==> images/io_fan.png <==
Scale: 8 px per µm.
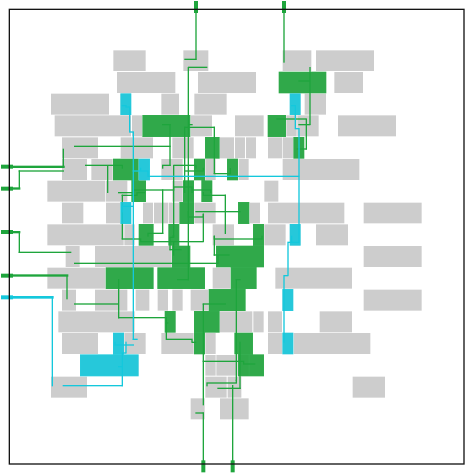
==> images/clk_routes.png <==
Scale: 8 px per µm.
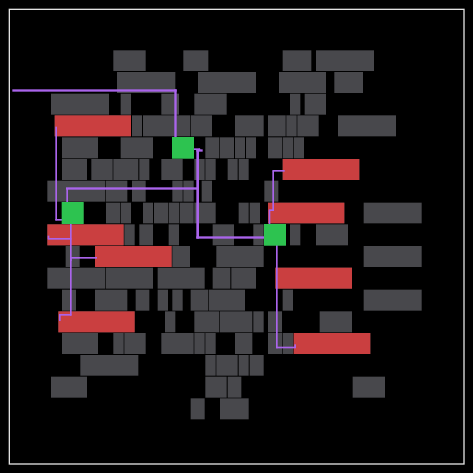
==> images/layer_met3.png <==
Scale: 6 px per µm.
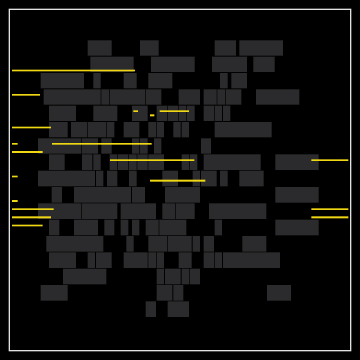
===== config.mk =====
export PLATFORM = sky130hd
export DESIGN_NAME = count_predictor
export DESIGN_NICKNAME = d
export VERILOG_FILES = /design/src/rtl/count_checker_pkg.sv /design/src/rtl/count_predictor.sv
export SDC_FILE = /design/constraint.sdc
export NUM_CORES = 1
export LEC_CHECK = 0
export ABC_AREA = 1
export CAP_MARGIN = 10
export CORE_MARGIN = 4
export CORE_UTILIZATION = 25
export DETAILED_ROUTE_END_ITERATION = 8
export PLACE_DENSITY = 0.53
export SLEW_MARGIN = 5
export SYNTH_ARGS = -nofsm -noshare
export SYNTH_HDL_FRONTEND = slang
export SYNTH_SLANG_ARGS = --single-unit
export TNS_END_PERCENT = 1

===== constraint.sdc =====
create_clock -name clk -period 0.95 [get_ports clk]
set_clock_uncertainty 0.1 [all_clocks]
set_input_delay 0.1425 -clock clk [delete_from_list [all_inputs] [get_ports clk]]
set_output_delay 0.1425 -clock clk [all_outputs]
set_load 0.05 [all_outputs]

===== src/rtl/count_checker_pkg.sv =====
// -----------------------------------------------------------------------------
// count_checker_pkg
//   Shared definitions for the enabled up-counter monitor: the checker state
//   encoding and the default sizing constants used by count_checker and
//   count_predictor.
//
//   Optional build macro understood by the users of this package:
//     COUNT_CHECK_HALT_ON_ERR_EN - first mismatch while locked freezes the
//                                  checker in ST_HALT instead of resyncing.
// -----------------------------------------------------------------------------
package count_checker_pkg;

  typedef enum logic [1:0] {
    ST_IDLE    = 2'd0,
    ST_ACQUIRE = 2'd1,
    ST_LOCKED  = 2'd2,
    ST_HALT    = 2'd3
  } state_e;

  localparam int DEF_WIDTH    = 8;
  localparam int DEF_ERR_W    = 8;
  localparam int DEF_SYNC_LEN = 2;

  // Match counter width; SYNC_LEN is limited to 1..15.
  localparam int MATCH_W = 4;

endpackage


===== src/rtl/count_predictor.sv =====
// -----------------------------------------------------------------------------
// count_predictor
//   Registered next-value predictor for an enabled up-counter with a
//   synchronous clear, plus the equality compare of the live count against the
//   stored prediction. Intended to be reused by other counter monitors.
//
// Ports:
//   clk         rising-edge clock shared with the monitored counter
//   reset       asynchronous active-low reset, clears the prediction to 0
//   hold        1 = keep the current prediction (freeze)
//   mon_clear   counter synchronous clear as seen at the counter
//   mon_enable  counter increment enable as seen at the counter
//   mon_q       counter output
//   expected    predicted value of mon_q for the current cycle
//   match       mon_q equals expected (combinational)
// -----------------------------------------------------------------------------
module count_predictor
  import count_checker_pkg::*;
#(
  parameter int WIDTH = DEF_WIDTH
) (
  input  logic             clk,
  input  logic             reset,
  input  logic             hold,
  input  logic             mon_clear,
  input  logic             mon_enable,
  input  logic [WIDTH-1:0] mon_q,
  output logic [WIDTH-1:0] expected,
  output logic             match
);

  logic [WIDTH-1:0] pred_nxt;

  // Clear beats enable; the increment wraps naturally at 2^WIDTH.
  always_comb begin
    pred_nxt = mon_q;
    if (mon_clear) begin
      pred_nxt = '0;
    end else if (mon_enable) begin
      pred_nxt = mon_q + WIDTH'(1);
    end
  end

  always_ff @(posedge clk or negedge reset) begin
    if (!reset) begin
      expected <= '0;
    end else if (!hold) begin
      expected <= pred_nxt;
    end
  end

  assign match = (mon_q == expected);

endmodule


==> results_slide.txt <==
Flow Results at a Glance

Finish
  • Nets@finish: about 140
  • Layout overhead on the synthesized area: 93.45%
  • FILL cells: roughly 230
  • Antenna Diode Count: 0
  • Largest regs: expected (8)
  • Final-layout non-clock buffer area share: 0.3978
  • Flop share of the area: 0.1836
  • Multi-input gates: ~61
  • Non-CTS inverters: 8
  • Max FFs per register: 8
  • Largest cell class: non-clock buffers
  • Combinational Area: roughly 400 µm²
  • Storage element area: 210.2 µm²

CTS
  • CTS buffer count: 3
  • PostCTS Resize Cnt: 11
  • Cts-stage hold buffer count: 0
  • Clock sink count: 8
  • Clk slew on worst S/H paths: approximately 0.050 ns
  • Setup bufs post-CTS: 0
  • Clk root buf: clkbuf_4
  • Clk_lat worst skew: approximately 0.25 ns

Floorplan
  • Die width: around 57 µm
  • Io pins: 22

Global routing
  • Remaining Overflow, GRT: 0
  • Initial antenna violation count: 0
  • Largest net degree at the start of global routing: 9
  • GRT Overall Usage: 0.1092

Timing
  • Setup violators final: 10
  • Fin worst setup slack: -0.5853 ns
  • Final min period: about 1.5 ns
  • Slew Viols, Final: 0
  • Final period utilization: 1.616

Synthesis
  • AO/OA Area Share: 0.05920
  • Commonest flop: dfrtp_1
  • Post-synth regs: 8
  • EDFF count, synth: 0
  • Nets at Floorplan: 93
  • Synth top area share: 0.3383
  • Ys cells: approximately 80
  • Cell count after synthesis: 79
  • Syn Area/Cell: 7.491 µm²
  • Yosys cell types: 16

Route
  • Drt drc: 0
  • Vias: around 640
  • WL final: around 1600 µm
  • Iteration-0 DRC Markers: 9

Placed design
  • Cells after DPL: 144
  • Post-DP HPWL: about 1300 µm
  • Gpl congestion: a little over 0.8
  • Post-Place Worst Slack: -0.5911 ns
  • Buffers on Ports: 21

Critical path
  • End of the critical path: match
  • Largest delay share family, worst path: flip-flops
  • Crit-path max cell delay: ~0.43 ns
  • Arr. time, crit path: 1.29 ns
  • RR Startpoint: expected[2]
  • Kind of critical path: reg2out
  • Critical path's slowest cell: dfrtp_2

Pwr
  • VDD IR max: between 0.8 and 0.9 mV
  • Pwr/cell area: approximately 1100 mW/mm²

Status
  • Status: finished, violations left
  • Failing checks: negative setup slack
Back to the opening pictures, io_fan.png:
legend:
  green:
    port: mon_q
    direction: input
    edge: 4 left, 2 bottom, 2 top
    end_cells: 28
    wire: 343 µm
  cyan:
    port: hold
    direction: input
    edge: left
    end_cells: 9
    wire: 120 µm

Back to the opening pictures, clk_routes.png:
legend:
  green:
    item: clock drivers
    count: 3
  purple:
    item: clock wires
    length: 128 µm
  red:
    item: flip-flops
    count: 8
routed clock nets: 4

Back to the opening pictures, layer_met3.png:
wire length on this layer: 117 µm
main direction: horizontal
share of all routed wire: 7.2%

[layout by cell type (no fill, tap or decap), types with 3 or more instances in the layout]
| master | synthesis | routed |
|---|---|---|
| nor2_4 | 2 | 3 |
| xnor2_1 | 8 | 3 |
| buf_6 | 0 | 6 |
| inv_1 | 8 | 8 |
| clkbuf_4 | 0 | 3 |
| nand3_1 | 6 | 6 |
| buf_4 | 2 | 11 |
| clkbuf_2 | 0 | 4 |
| dfrtp_2 | 0 | 8 |
| nor2_1 | 4 | 3 |
| nand4_1 | 4 | 4 |
| o21ai_0 | 5 | 4 |
| buf_12 | 0 | 10 |
| nand2_1 | 25 | 25 |
| dlymetal6s2s_1 | 0 | 3 |
| xnor2_2 | 0 | 5 |
[kinds of logic after synthesis]
family                   after synthesis
AND/OR/NAND/NOR                       45
buffers and inverters                 10
XOR/XNOR                               8
flip-flops                             8
AND-OR/OR-AND                          7
adder cells (fa/ha/maj)                1
[layer usage]
layer	global-route usage	routed length (µm)	up-vias
li1	-	-	334
met1	0.1441	682	284
met2	0.1700	817	21
met3	0.04138	117	5
met4	0.02034	17	0
met5	0	0	-
[report_power, final]
group | switching (µW) | total (µW) | internal (µW)
clock network | 115 | 259 | 144
registers | 32.3 | 408 | 376
logic | 272 | 574 | 302
total | 419 | 1240 | 822
[stage by stage]
step | power (µW) | hold WS (ns) | util | setup TNS (ns)
5_1_grt | 1319 | 0.1102 | 0.5126 | -2.878
2_1_floorplan | 639.1 | -0.2531 | - | -0.4249
3_3_place_gp | 956.8 | 0.3735 | 0.4824 | -4.305
6_report | 1241 | 0.1040 | 0.5126 | -2.516
3_5_place_dp | 960.0 | 0.3826 | 0.4824 | -4.508
4_1_cts | 1237 | 0.1000 | 0.4992 | -3.058
No activity file was given, so power comes from the tool's default toggle rates.
